Figure 1. Clock wiring as the flow saved it.
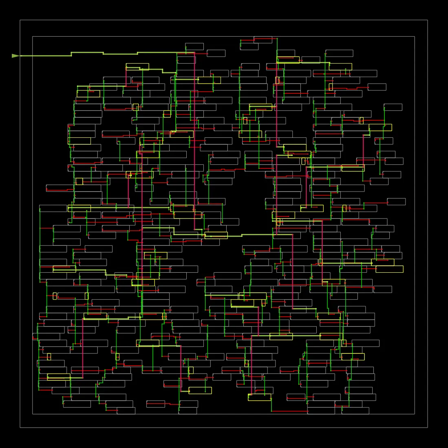
Figure 2. Port wiring.
(2 px per um)
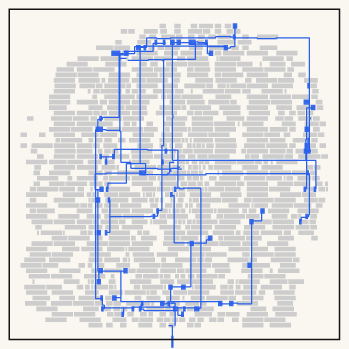
$ cat src/rtl/masked_rmw_mem.sv
// Single-port memory with byte-masked read-modify-write swaps.
// S1 reads the array (with S2 forwarding); S2 merges, commits and returns the old word.
module masked_rmw_mem #(
  parameter int DATA_W = 32,
  parameter int DEPTH  = 8,
  parameter int ADDR_W = 3,
  parameter int MASK_W = 4
) (
  input  logic              clk,
  input  logic              reset,
  input  logic              io_req_valid,
  output logic              io_req_ready,
  input  logic              io_req_write,
  input  logic [ADDR_W-1:0] io_req_addr,
  input  logic [DATA_W-1:0] io_req_data,
  input  logic [MASK_W-1:0] io_req_mask,
  output logic              io_resp_valid,
  output logic [DATA_W-1:0] io_resp_data
);

  localparam int IDX_W = (DEPTH > 1) ? $clog2(DEPTH) : 1;
  localparam logic [ADDR_W:0] DEPTH_LIM = (ADDR_W + 1)'(DEPTH);

  logic [DATA_W-1:0] mem_q [DEPTH];

  logic              s2_valid_q, s2_valid_d;
  logic              s2_write_q, s2_write_d;
  logic              s2_in_range_q, s2_in_range_d;
  logic [ADDR_W-1:0] s2_addr_q, s2_addr_d;
  logic [DATA_W-1:0] s2_data_q, s2_data_d;
  logic [MASK_W-1:0] s2_mask_q, s2_mask_d;
  logic [DATA_W-1:0] s2_old_q, s2_old_d;

  logic              accept;
  logic              req_in_range;
  logic              commit;
  logic              forward;
  logic [DATA_W-1:0] byte_mask;
  logic [DATA_W-1:0] merged;
  logic [DATA_W-1:0] s1_old;

  always_comb begin
    byte_mask = '0;
    for (int i = 0; i < MASK_W; i++) begin
      byte_mask[8*i +: 8] = {8{s2_mask_q[i]}};
    end
  end

  assign merged = (s2_old_q & ~byte_mask) | (s2_data_q & byte_mask);

  // A write held in S2 while reset is high must never reach the array.
  assign commit = s2_valid_q && s2_write_q && s2_in_range_q && (|s2_mask_q) && !reset;

  assign accept       = io_req_valid && !reset;
  assign req_in_range = {1'b0, io_req_addr} < DEPTH_LIM;
  assign forward      = commit && (s2_addr_q == io_req_addr);

  always_comb begin
    s1_old = '0;
    if (req_in_range) begin
      s1_old = forward ? merged : mem_q[io_req_addr[IDX_W-1:0]];
    end
  end

  always_comb begin
    s2_valid_d    = accept;
    s2_write_d    = s2_write_q;
    s2_in_range_d = s2_in_range_q;
    s2_addr_d     = s2_addr_q;
    s2_data_d     = s2_data_q;
    s2_mask_d     = s2_mask_q;
    s2_old_d      = s2_old_q;
    if (accept) begin
      s2_write_d    = io_req_write;
      s2_in_range_d = req_in_range;
      s2_addr_d     = io_req_addr;
      s2_data_d     = io_req_data;
      s2_mask_d     = io_req_mask;
      s2_old_d      = s1_old;
    end
  end

  always_ff @(posedge clk) begin
    if (reset) begin
      s2_valid_q    <= 1'b0;
      s2_write_q    <= 1'b0;
      s2_in_range_q <= 1'b0;
      s2_addr_q     <= '0;
      s2_data_q     <= '0;
      s2_mask_q     <= '0;
      s2_old_q      <= '0;
    end else begin
      s2_valid_q    <= s2_valid_d;
      s2_write_q    <= s2_write_d;
      s2_in_range_q <= s2_in_range_d;
      s2_addr_q     <= s2_addr_d;
      s2_data_q     <= s2_data_d;
      s2_mask_q     <= s2_mask_d;
      s2_old_q      <= s2_old_d;
    end
  end

  // Array contents survive reset; only the commit port is gated.
  always_ff @(posedge clk) begin
    if (commit) begin
      mem_q[s2_addr_q[IDX_W-1:0]] <= merged;
    end
  end

  assign io_req_ready  = !reset;
  assign io_resp_valid = s2_valid_q && !reset;
  assign io_resp_data  = reset ? '0 : s2_old_q;

endmodule

$ cat config.mk
export PLATFORM = sky130hd
export DESIGN_NAME = masked_rmw_mem
export DESIGN_NICKNAME = d
export VERILOG_FILES = /design/src/rtl/masked_rmw_mem.sv
export SDC_FILE = /design/constraint.sdc
export NUM_CORES = 1
export LEC_CHECK = 0
export ABC_CLOCK_PERIOD_IN_PS = 10650
export CAP_MARGIN = 5
export CORE_MARGIN = 5
export CORE_UTILIZATION = 55
export DETAILED_ROUTE_END_ITERATION = 10
export GPL_TIMING_DRIVEN = 0
export HOLD_SLACK_MARGIN = 0.1
export PLACE_DENSITY = 0.74
export SLEW_MARGIN = 20
export SYNTH_ARGS = -nofsm -noshare
export SYNTH_HDL_FRONTEND = slang
export SYNTH_SLANG_ARGS = --single-unit
$ cat constraint.sdc
create_clock -name clk -period 10.65 [get_ports clk]
set_input_delay 2.6625 -clock clk [delete_from_list [all_inputs] [get_ports clk]]
set_output_delay 2.6625 -clock clk [all_outputs]
set_load 0.05 [all_outputs]
==> ci_impl_report.md <==
## PnR job results

| Metric | Value |
|---|---|
| Mapped cell area | `13,100 um2` |
| Gate power share | `8.0%` |
| Status | `complete, no violations` |
| Sw power | `626 uW` |
| DPL Wire Length | `21,200 um` |
| Port Buf Inserts | `74` |
| Warnings, synthesis | `0` |
| Fmax | `128 MHz` |
| Crit-path max cell delay | `740 ps` |
| R2r worst-path depth | `9` |
| Layout cells sized above 1 | `25.7%` |
| Post-Syn Instances | `727` |
| Post-route clock period utilization | `73.3%` |
| Final hold vios | `0` |
| Post-Syn Area per Cell | `18.0 um2` |
| Final Util | `67.2%` |
| Non-clk invs | `2` |
| Clock Network Area Fraction | `7.19%` |
| Top cells by count, synth | `edfxtp_1, dfxtp_1, mux2i_1` |
| Worst R2R End | `mem_q[1][14]` |
| CP delay by family, top | `buffers and inverters` |
| Reg2Reg Setup Slack | `7550 ps` |
| Global route overflow | `0` |
| Die width | `164 um` |
| Min-Delay Endpoint | `s2_data_q[27]` |
| Yosys chip area | `13,100 um2` |
| P per Cell Area | `181 nW/um2` |
| Worst setup SP type | `primary input` |
| Comb pwr | `228 uW` |
-- Figure 1 (at the start) --
Clk. pwr: 1200 uW
clk ins delay skew pair: 520 ps
CTS Buf Count: 34
Max Clock Skew: 13.2 ps
clock buffer count: 51

-- Figure 2 (at the start) --
- `reset`: blue (direction input; end cells 76; buffers 9; wire 1,710 um)

Power and IR drop assume default switching activity.
